**src/rtl/counter_ctrl_pkg.sv**
```systemverilog
// Shared definitions for the multimode counter: mode encodings and step sizes.
// The datapath and the display decoder import the same package.
package counter_ctrl_pkg;

  typedef enum logic [1:0] {
    MODE_UP1      = 2'd0,
    MODE_DOWN1    = 2'd1,
    MODE_UP2      = 2'd2,
    MODE_PINGPONG = 2'd3
  } mode_e;

  localparam logic [1:0] STEP_1 = 2'd1;
  localparam logic [1:0] STEP_2 = 2'd2;

  function automatic mode_e next_mode(input mode_e m);
    return mode_e'(m + 2'd1);
  endfunction

endpackage

```
**src/rtl/tick_divider.sv**
```systemverilog
// Prescaler: counts 0..TICK_DIV-1 while enabled and flags the wrap cycle.
// Holds its count while disabled; restart forces it back to 0.
module tick_divider #(
  parameter int TICK_DIV = 4
) (
  input  logic clock,
  input  logic reset,
  input  logic restart,
  input  logic enable,
  output logic tick
);

  localparam int CW = (TICK_DIV > 2) ? $clog2(TICK_DIV) : 1;
  localparam logic [CW-1:0] LAST = CW'(TICK_DIV - 1);

  logic [CW-1:0] cnt;

  // A restart on the wrap edge swallows that tick.
  assign tick = enable & ~restart & (cnt == LAST);

  always_ff @(posedge clock) begin
    if (reset || restart) cnt <= '0;
    else if (enable)      cnt <= (cnt == LAST) ? '0 : cnt + CW'(1);
  end

endmodule

```
**src/rtl/multimode_count_ctrl.sv**
```systemverilog
// Sequencing controller for the multimode counter: paces step strobes, picks
// direction/magnitude per mode and issues clears on every mode change.
module multimode_count_ctrl
  import counter_ctrl_pkg::*;
#(
  parameter int WIDTH    = 4,
  parameter int TICK_DIV = 4
) (
  input  logic             clock,
  input  logic             reset,
  input  logic             mode_btn,
  input  logic             pause_btn,
  input  logic [WIDTH-1:0] count_in,
  output logic             cnt_en,
  output logic             cnt_up,
  output logic [1:0]       cnt_step,
  output logic             cnt_clear,
  output logic [1:0]       mode,
  output logic             running
);

  localparam logic [WIDTH-1:0] MAX = '1;

  mode_e      mode_q, mode_d;
  logic       running_d;
  logic       dir_q, dir_d;
  logic       up_d;
  logic [1:0] step_d;
  logic       tick;

  // Pausing on a wrap edge freezes the divider at its last count, so the
  // strobe comes one edge after resume.
  tick_divider #(.TICK_DIV(TICK_DIV)) u_div (
    .clock   (clock),
    .reset   (reset),
    .restart (mode_btn),
    .enable  (running & ~pause_btn),
    .tick    (tick)
  );

  always_comb begin
    mode_d    = mode_q;
    running_d = running;
    dir_d     = dir_q;
    up_d      = cnt_up;
    step_d    = cnt_step;
    if (tick) begin
      step_d = (mode_q == MODE_UP2) ? STEP_2 : STEP_1;
      case (mode_q)
        MODE_UP1, MODE_UP2: up_d = 1'b1;
        MODE_DOWN1:         up_d = 1'b0;
        MODE_PINGPONG: begin
          if (dir_q && count_in == MAX)        dir_d = 1'b0;
          else if (!dir_q && count_in == '0)   dir_d = 1'b1;
          up_d = dir_d;
        end
        default:            up_d = 1'b1;
      endcase
    end
    if (mode_btn) begin
      mode_d = next_mode(mode_q);
      dir_d  = 1'b1;
    end
    if (pause_btn) running_d = ~running;
  end

  always_ff @(posedge clock) begin
    if (reset) begin
      mode_q    <= MODE_UP1;
      running   <= 1'b1;
      dir_q     <= 1'b1;
      cnt_en    <= 1'b0;
      cnt_clear <= 1'b0;
      cnt_up    <= 1'b1;
      cnt_step  <= STEP_1;
    end else begin
      mode_q    <= mode_d;
      running   <= running_d;
      dir_q     <= dir_d;
      cnt_en    <= tick;
      cnt_clear <= mode_btn;
      cnt_up    <= up_d;
      cnt_step  <= step_d;
    end
  end

  assign mode = mode_q;

endmodule
```
**config.mk**
```make
export PLATFORM = sky130hd
export DESIGN_NAME = multimode_count_ctrl
export DESIGN_NICKNAME = d
export VERILOG_FILES = /design/src/rtl/counter_ctrl_pkg.sv /design/src/rtl/tick_divider.sv /design/src/rtl/multimode_count_ctrl.sv
export SDC_FILE = /design/constraint.sdc
export NUM_CORES = 1
export LEC_CHECK = 0
export CORE_AREA = 2 2 39 41
export DETAILED_ROUTE_END_ITERATION = 10
export DIE_AREA = 0 0 41 43
export PLACE_DENSITY = 0.64
export SLEW_MARGIN = 20
export SYNTH_ARGS = -nofsm -noshare
export SYNTH_HDL_FRONTEND = slang
export SYNTH_HIERARCHICAL = 1
export SYNTH_SLANG_ARGS = --single-unit
```
**constraint.sdc**
```tcl
create_clock -name clock -period 2.9 [get_ports clock]
set_input_delay 0.435 -clock clock [delete_from_list [all_inputs] [get_ports clock]]
set_output_delay 0.435 -clock clock [all_outputs]
set_load 0.05 [all_outputs]
```
Figure 1. Clock wires, drivers and flops.
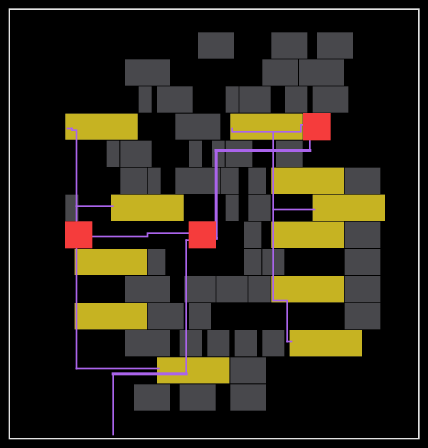
clock drivers: shown in red, count 3. clock wires: shown in purple, length 137 um. flip-flops: shown in yellow, count 11.
There are 4 routed clock nets.

Figure 2. Cell density map.
The die is cut into 8 by 9 equal tiles; dark blue is low, red is high, 0 to 100% covered.
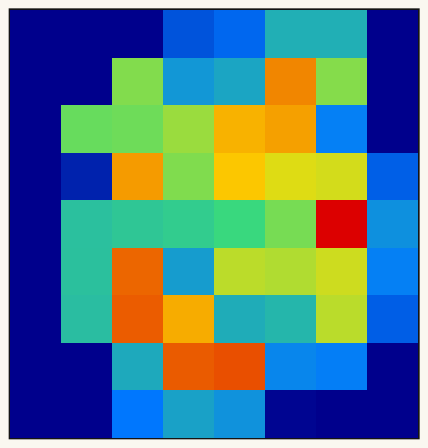
15% of the tiles are over 75% full. The fullest tile reaches 100%. The mean over all tiles is 37%.
fin util: 0.482
core area: 1380 um^2
Core Util at FP: 0.340

==> results.yml <==
# generated from flow reports
setup_path:
  crit_family: "buffers and inverters"
  startpoint_type: "register"
  rr_startpoint: "running$_SDFFE_PP1P_"
  slowest_delay_ps: 830
  cp_num_cells: 1
  rrSetupSlack_ps: 1450
  arrival_ps: 1510
  worst-path-max-fanout: 5
  crit_chain: "clkdlybuf4s50_1"
  startpoint: "mode[0]$_SDFFE_PP0P_"
  slowest_stage: "clkdlybuf4s50_1"
  cp.required_ps: 2470
  setup.worst_path.end: "mode[0]"
  reg2reg_depth: 5
  r2r_end: "dir_q$_SDFFE_PP1P_"
yosys:
  simple_gate_area_frac: 0.250
  mux_share: 0.0213
  logic_family: "simple AND/OR/NAND/NOR gates"
  yosysMostFrequentCell: "dfxtp_1"
  ys_async_sr_fraction: 0
  yosys_area_um2: 470
  syn_avg_cell_area_um2: 10.2
  yosys.area_share.xor_xnor: 0.0186
  synthTopCellsByCount: "dfxtp_1 (11), ha_1 (4), nor2b_1 (4)"
  top_cell_area_share: 0.468
  synthAdderAreaFrac: 0.106
  edf_count: 0
  yosysWarnings: 6
  yosysUniqueCellTypes: 21
  synth-seq-cells: 11
  yosysSeqAreaShare: 0.468
  syn_area_um2: 470
  synth_area_leader_cell: "dfxtp_1"
  yosys_most_used_dff: "dfxtp_1"
  synthAoiAreaFrac: 0.120
  ys_cells: 46
finish:
  mostFrequentLayoutCell: "clkdlybuf4s50_1"
  comb_area_share: 0.364
  clkCellAreaFrac: 0.0394
  layout-drive-gt1-share: 0.0769
  fin_cells: 81
  final-nonclk-buf-share: 0.225
  most-common-layout-cells: "clkdlybuf4s50_1 (15), dfxtp_1 (11), nor2b_1 (4), ha_1 (4)"
  num-multi-input-gates: 33
  sh_seq_area: 0.330
  area_growth_pct: 41.8
  n_antenna_cell: 0
  final.signal_inverter_count: 2
  comb_area_um2: 243
  fillers: 150
  signal_buffers: 15
  nClkBuffers: 4
  flops: 11
  stdcell_area_um2: 667
floorplan:
  tap_cells: 16
  die_w_um: 41
  die_h_um: 43
  top_level_ports: 16
  rows: 14
  dieArea_um2: 1760
placement:
  place.gp.congestion: 0.675
  place_area_um2: 641
  port_buffers: 15
  place_hpwl_um: 594
detailed_routing:
  vias: 380
  highest_layer: "met4"
  ant_nets: 0
  met3WireLength_um: 34
  drc: 0
  viasPerCell: 4.69
  met1_length_um: 383
sta:
  setup_violations: 0
  hold_ws_ps: 501
  worst_pin_slew_ps: 493
  final.setup.tns_ps: 0
  finalHoldViolCount: 0
  min_period_over_period: 0.670
  fin_ws_ps: 956
  drv_slew: 0
  timing.slew.headroom: 0.670
  max_freq_mhz: 514
worst_hold_path:
  hp-class: "register to register"
  hp-start: "dir_q$_SDFFE_PP1P_"
  hold_end: "dir_q$_SDFFE_PP1P_"
  hold_depth: 2
global_routing:
  use_met2: 0.163
  grt_max_degree: 12
  grt_use_total: 0.120
  antenna_found_initial: 0
  grt_pass1_vias: 321
  grt_pass1_wl_mm: 1.33
  grt.overflow.total: 0
clocking:
  cts_tree: "built"
  cts_setup_buffers: 0
  cts_hold_buf: 0
  clock-sinks: 11
  post_cts_resized: 0
  cts_root_buf: "clkbuf_4"
  htreeDepth: 1
  clkLatencyLatePin_ps: 260
  cts_max_path_buffers: 2
power:
  p_comb_uw: 55.8
  seqPwrFrac: 0.510
  leakage_uw: 0.000251
  power_frac_clock: 0.314
  swShare: 0.258
  largestPowerGroup: "sequential cells"
  powerClk_uw: 99.5
  peakVddDrop_mv: 0.331
  pwr-share-comb: 0.176
  p_sw_uw: 81.8
flow_run:
  cap_violations: 0
  warnings: 28
run_status:
  status: "finished, final reports clean"
Figure 3. Routing congestion.
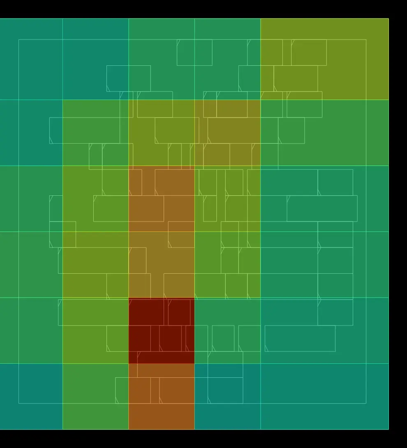
M3 GR Usage: 0.0785
Most Used Layer, Global Route: met2
WL per Instance: 9.54 um
GRT met1 Usage: 0.130

Figure 4. Logic cells by family.
Scale bar: 10 um.
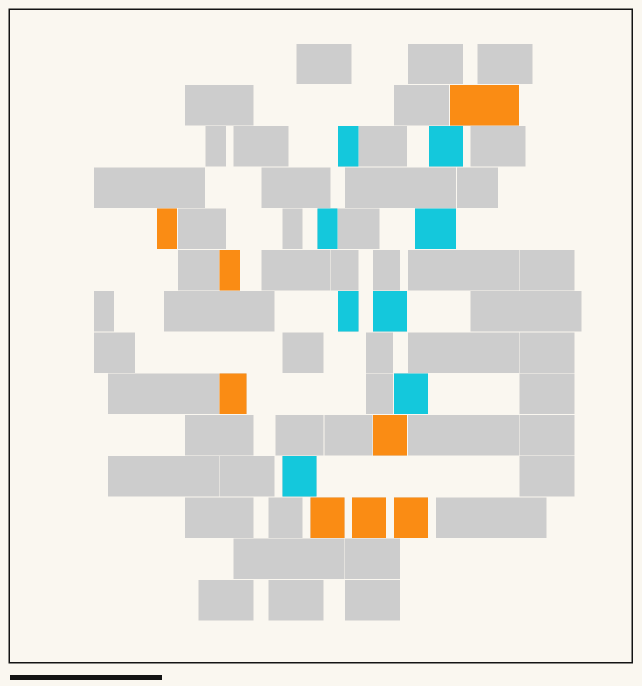
NAND gates: shown in cyan, cells 8. NOR gates: shown in orange, cells 8, most used nor2b_1.

Power is estimated from default activity; no workload was simulated.
